Fig. 1: the metal 1 layer
(4 px per micron) Supply wires on this layer in grey. Cells faint in the background.
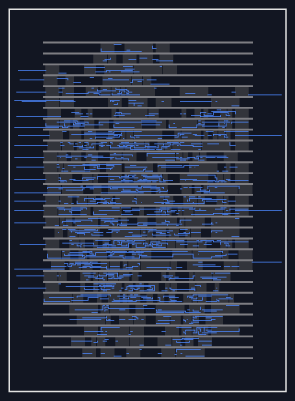
Fig. 2: metal 2
(4 px per micron)
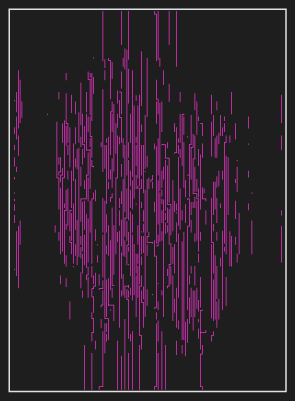
Fig. 3: met3 routing
(6 px per micron) Cells faint in the background.
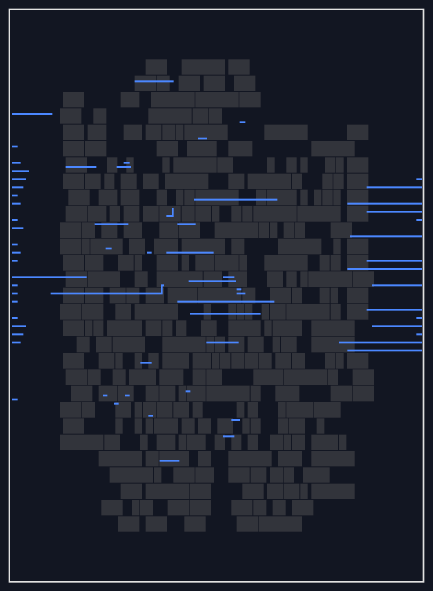
[src/rtl/pic_8259a_pkg.sv]
// rtl/pic_8259a_pkg.sv - shared types and priority helper for the 8259A acknowledge path
package pic_8259a_pkg;

    typedef enum logic [1:0] {
        IDLE,
        ACK1,
        ACK2
    } state_t;

    localparam int IRQ_LEVELS = 8;

    // Fixed priority: IR0 wins. Returns 0 for an all-zero input; callers gate on |bits.
    function automatic logic [2:0] lowest_set_index(input logic [IRQ_LEVELS-1:0] bits);
        logic [2:0] idx;
        idx = 3'd0;
        for (int i = IRQ_LEVELS - 1; i >= 0; i--) begin
            if (bits[i]) begin
                idx = i[2:0];
            end
        end
        return idx;
    endfunction

endpackage

[src/rtl/pic_8259a_priority_resolver.sv]
// rtl/pic_8259a_priority_resolver.sv - fixed-priority pick of the eligible request
module pic_8259a_priority_resolver
    import pic_8259a_pkg::*;
(
    input  logic [IRQ_LEVELS-1:0] irr,
    input  logic [IRQ_LEVELS-1:0] mask,
    input  logic [IRQ_LEVELS-1:0] isr,
    output logic                  eligible_any,
    output logic [2:0]            winner_level
);

    logic [IRQ_LEVELS-1:0] priority_limit;
    logic [IRQ_LEVELS-1:0] eligible;

    // Only levels strictly above the highest-priority in-service level may interrupt.
    always_comb begin
        priority_limit = '1;
        if (|isr) begin
            priority_limit = (8'h01 << lowest_set_index(isr)) - 8'h01;
        end
        eligible = irr & ~mask & priority_limit;
    end

    assign eligible_any = |eligible;
    assign winner_level = lowest_set_index(eligible);

endmodule

[src/rtl/pic_8259a_ack_sequencer.sv]
// rtl/pic_8259a_ack_sequencer.sv - INT/INTA sequencer, in-service register and EOI handling
module pic_8259a_ack_sequencer
    import pic_8259a_pkg::*;
#(
    parameter logic [2:0] SPURIOUS_LEVEL = 3'd7
) (
    input  logic                  clock,
    input  logic                  reset,
    input  logic [IRQ_LEVELS-1:0] interrupt_request_register,
    input  logic [IRQ_LEVELS-1:0] interrupt_mask,
    input  logic                  auto_eoi_config,
    input  logic [4:0]            vector_base,
    input  logic                  interrupt_acknowledge_n,
    input  logic                  end_of_interrupt,
    input  logic                  specific_eoi,
    input  logic [2:0]            specific_eoi_level,
    output logic                  interrupt_to_cpu,
    output logic                  freeze,
    output logic [IRQ_LEVELS-1:0] clear_interrupt_request,
    output logic [IRQ_LEVELS-1:0] in_service_register,
    output logic [7:0]            vector_out,
    output logic                  vector_out_enable,
    output logic                  spurious
);

    state_t                state;
    logic                  prev_inta;
    logic [2:0]            level;
    logic                  eligible_any;
    logic [2:0]            winner_level;
    logic                  inta_fall;
    logic                  inta_rise;
    logic [IRQ_LEVELS-1:0] eoi_clear;
    logic [IRQ_LEVELS-1:0] auto_clear;
    logic [IRQ_LEVELS-1:0] grant_set;
    logic [IRQ_LEVELS-1:0] isr_next;

    pic_8259a_priority_resolver u_resolver (
        .irr          (interrupt_request_register),
        .mask         (interrupt_mask),
        .isr          (in_service_register),
        .eligible_any (eligible_any),
        .winner_level (winner_level)
    );

    assign inta_fall = prev_inta & ~interrupt_acknowledge_n;
    assign inta_rise = ~prev_inta & interrupt_acknowledge_n;

    // Clears come from the pre-update ISR; a grant in the same cycle overrides any clear.
    always_comb begin
        eoi_clear  = '0;
        auto_clear = '0;
        grant_set  = '0;
        if (end_of_interrupt && |in_service_register) begin
            eoi_clear[lowest_set_index(in_service_register)] = 1'b1;
        end
        if (specific_eoi) begin
            eoi_clear[specific_eoi_level] = 1'b1;
        end
        if (state == ACK2 && inta_rise && auto_eoi_config && !spurious) begin
            auto_clear[level] = 1'b1;
        end
        if (state == IDLE && inta_fall && eligible_any) begin
            grant_set[winner_level] = 1'b1;
        end
        isr_next = (in_service_register & ~eoi_clear & ~auto_clear) | grant_set;
    end

    always_ff @(posedge clock) begin
        if (reset) begin
            state                   <= IDLE;
            prev_inta               <= 1'b1;
            level                   <= 3'd0;
            interrupt_to_cpu        <= 1'b0;
            freeze                  <= 1'b0;
            clear_interrupt_request <= '0;
            in_service_register     <= '0;
            vector_out              <= 8'h00;
            vector_out_enable       <= 1'b0;
            spurious                <= 1'b0;
        end else begin
            prev_inta               <= interrupt_acknowledge_n;
            clear_interrupt_request <= '0;
            in_service_register     <= isr_next;
            case (state)
                IDLE: begin
                    interrupt_to_cpu <= eligible_any;
                    if (inta_fall) begin
                        state            <= ACK1;
                        freeze           <= 1'b1;
                        interrupt_to_cpu <= 1'b0;
                        if (eligible_any) begin
                            level                   <= winner_level;
                            clear_interrupt_request <= 8'h01 << winner_level;
                            spurious                <= 1'b0;
                        end else begin
                            level    <= SPURIOUS_LEVEL;
                            spurious <= 1'b1;
                        end
                    end
                end
                ACK1: begin
                    interrupt_to_cpu <= 1'b0;
                    if (inta_fall) begin
                        state             <= ACK2;
                        vector_out        <= {vector_base, level};
                        vector_out_enable <= 1'b1;
                    end
                end
                ACK2: begin
                    interrupt_to_cpu <= 1'b0;
                    if (inta_rise) begin
                        state             <= IDLE;
                        freeze            <= 1'b0;
                        vector_out_enable <= 1'b0;
                        spurious          <= 1'b0;
                    end
                end
                default: begin
                    state <= IDLE;
                end
            endcase
        end
    end

endmodule
[config.mk]
export PLATFORM = sky130hd
export DESIGN_NAME = pic_8259a_ack_sequencer
export DESIGN_NICKNAME = d
export VERILOG_FILES = /design/src/rtl/pic_8259a_pkg.sv /design/src/rtl/pic_8259a_priority_resolver.sv /design/src/rtl/pic_8259a_ack_sequencer.sv
export SDC_FILE = /design/constraint.sdc
export NUM_CORES = 1
export LEC_CHECK = 0
export CAP_MARGIN = 30
export CORE_ASPECT_RATIO = 1.5
export CORE_MARGIN = 8
export CORE_UTILIZATION = 44
export DETAILED_ROUTE_END_ITERATION = 8
export MAX_ROUTING_LAYER = met4
export PLACE_DENSITY = 0.82
export SLEW_MARGIN = 20
export SYNTH_ARGS = -nofsm -noshare
export SYNTH_HDL_FRONTEND = slang
export SYNTH_SLANG_ARGS = --single-unit
[constraint.sdc]
create_clock -name clock -period 2.5 [get_ports clock]
set_input_delay 0.75 -clock clock [delete_from_list [all_inputs] [get_ports clock]]
set_output_delay 0.75 -clock clock [all_outputs]
set_load 0.02 [all_outputs]
==> impl_metrics.py <==
# Flow results
metrics = {
    "final_timing": {
        "fin_tns_setup_ns": 0,
        "setup_viol": 0,
        "final_hold_viol_count": 0,
        "grt_setup_unrepaired": "true",
        "slew_violations": 0,
    },
    "floorplanning": {
        "rows": 29,
        "boundaryPins": 58,
    },
    "logic_synthesis": {
        "simple_gate_area_share_pct": 31.4,
        "edf_count": 0,
        "top_area_cell": "dfxtp_1",
        "ys_sh_mux_pct": 0,
        "synth_area_sq_um": 1840,
        "xor_area_share_pct": 0,
    },
    "clock_tree": {
        "cts_made_buffers": 5,
        "cts_tree": "yes",
        "clk_transition_reported_paths_ns": 0.07,
        "hold_buffers": 0,
        "cts-resized-gates": 5,
        "cts.sinks": 34,
    },
    "worst_setup_path": {
        "cp-startpoint": "in_service_register[7]",
        "critPathKind": "reg2reg",
        "worstPathRequired_ns": 2.70,
        "endpoint": "level[0]",
    },
    "power": {
        "seq_power_share_pct": 41.5,
        "pwr-share-clk_pct": 30.0,
        "irDropWorstVdd_v": 0.000447,
    },
    "global_route": {
        "grt_pass1_vias": 1939,
        "grt_pass1_wl_microns": 8890,
    },
    "routing": {
        "dr.pass1.iters": 4,
        "drc": 0,
        "routed_wirelength_microns": 5730,
    },
    "status": {
        "status": "complete, no violations",
    },
    "min_path": {
        "min_path_type": "reg2reg",
    },
    "cells_and_area": {
        "final_cell_mix": "clkdlybuf4s50_1, dfxtp_1, nand2_1, buf_4, a21oi_1",
    },
}
Notes on Fig. 1 above:
share of all routed wire: 37%
longest straight run: 15.6 microns
wire length on this layer: 2110 microns
main direction: horizontal

Notes on Fig. 2 above:
share of all routed wire: 52%
longest straight run: 31.6 microns
nets with wire on the layer: 288
main direction: vertical

Notes on Fig. 3 above:
share of all routed wire: 4.9%
longest straight run: 18.4 microns

-- state kept, by name, summed over array words and instances (netlist names) --
signal / flops
clear_interrupt_request: 8
in_service_register: 8
vector_out: 8
level: 3
state: 2
freeze: 1
interrupt_to_cpu: 1
prev_inta: 1
spurious: 1
vector_out_enable: 1
-- worst max-delay path, cell delays in order (launching register included) --
cell,delay [ns]
dfxtp_1,0.31
nor2b_1,0.13
o21bai_2,0.20
a21oi_2,0.10
nor2_2,0.11
a31oi_1,0.10
ha_2,0.22
o21a_1,0.13
a311oi_2,0.26
a221oi_2,0.14
nor3_2,0.24
nand2_1,0.13
a311oi_2,0.23
-- per-stage QoR --
stage / cells / power, W / cell area (sq um)
after floorplan: 218 / 0.000828 / 1840
after global placement: 334 / 0.000993 / 2580
after detailed placement: 334 / 0.000998 / 2580
after CTS: 342 / 0.00144 / 2700
after global routing: 344 / 0.00151 / 2730
final: 344 / 0.00145 / 2730
-- power groups by stage --
stage                     Sequential (W)  Clock [W]  Combinational [W]
after floorplan                 0.000630          0           0.000198
after global placement          0.000610          0           0.000383
after detailed placement        0.000611          0           0.000386
after CTS                       0.000599   0.000438           0.000398
after global routing            0.000605   0.000458           0.000448
final                           0.000600   0.000434           0.000413
-- metal layers --
layer  share of wire [%]  wire, microns  GRT usage [%]  vias to the layer above
met2                  52           2990           31.8                       67
met5                   0              0              -                        -
met4                 6.0            345           12.8                        0
met1                  37           2110           17.1                      914
met3                 4.8            277           3.53                       32
li1                    -              -              -                      962
-- cell type report --
type                    count  area (sq um)  area share (%)
clock buffers               6          82.6            3.02
multi-input cells         167          1130            41.3
clock inverters             2          12.5           0.458
repair buffers             78           728            26.7
flip-flops and latches     34           681            24.9
well taps                  46          57.6            2.11
inverters                  11          41.3            1.51
No activity file was given, so power comes from the tool's default toggle rates.
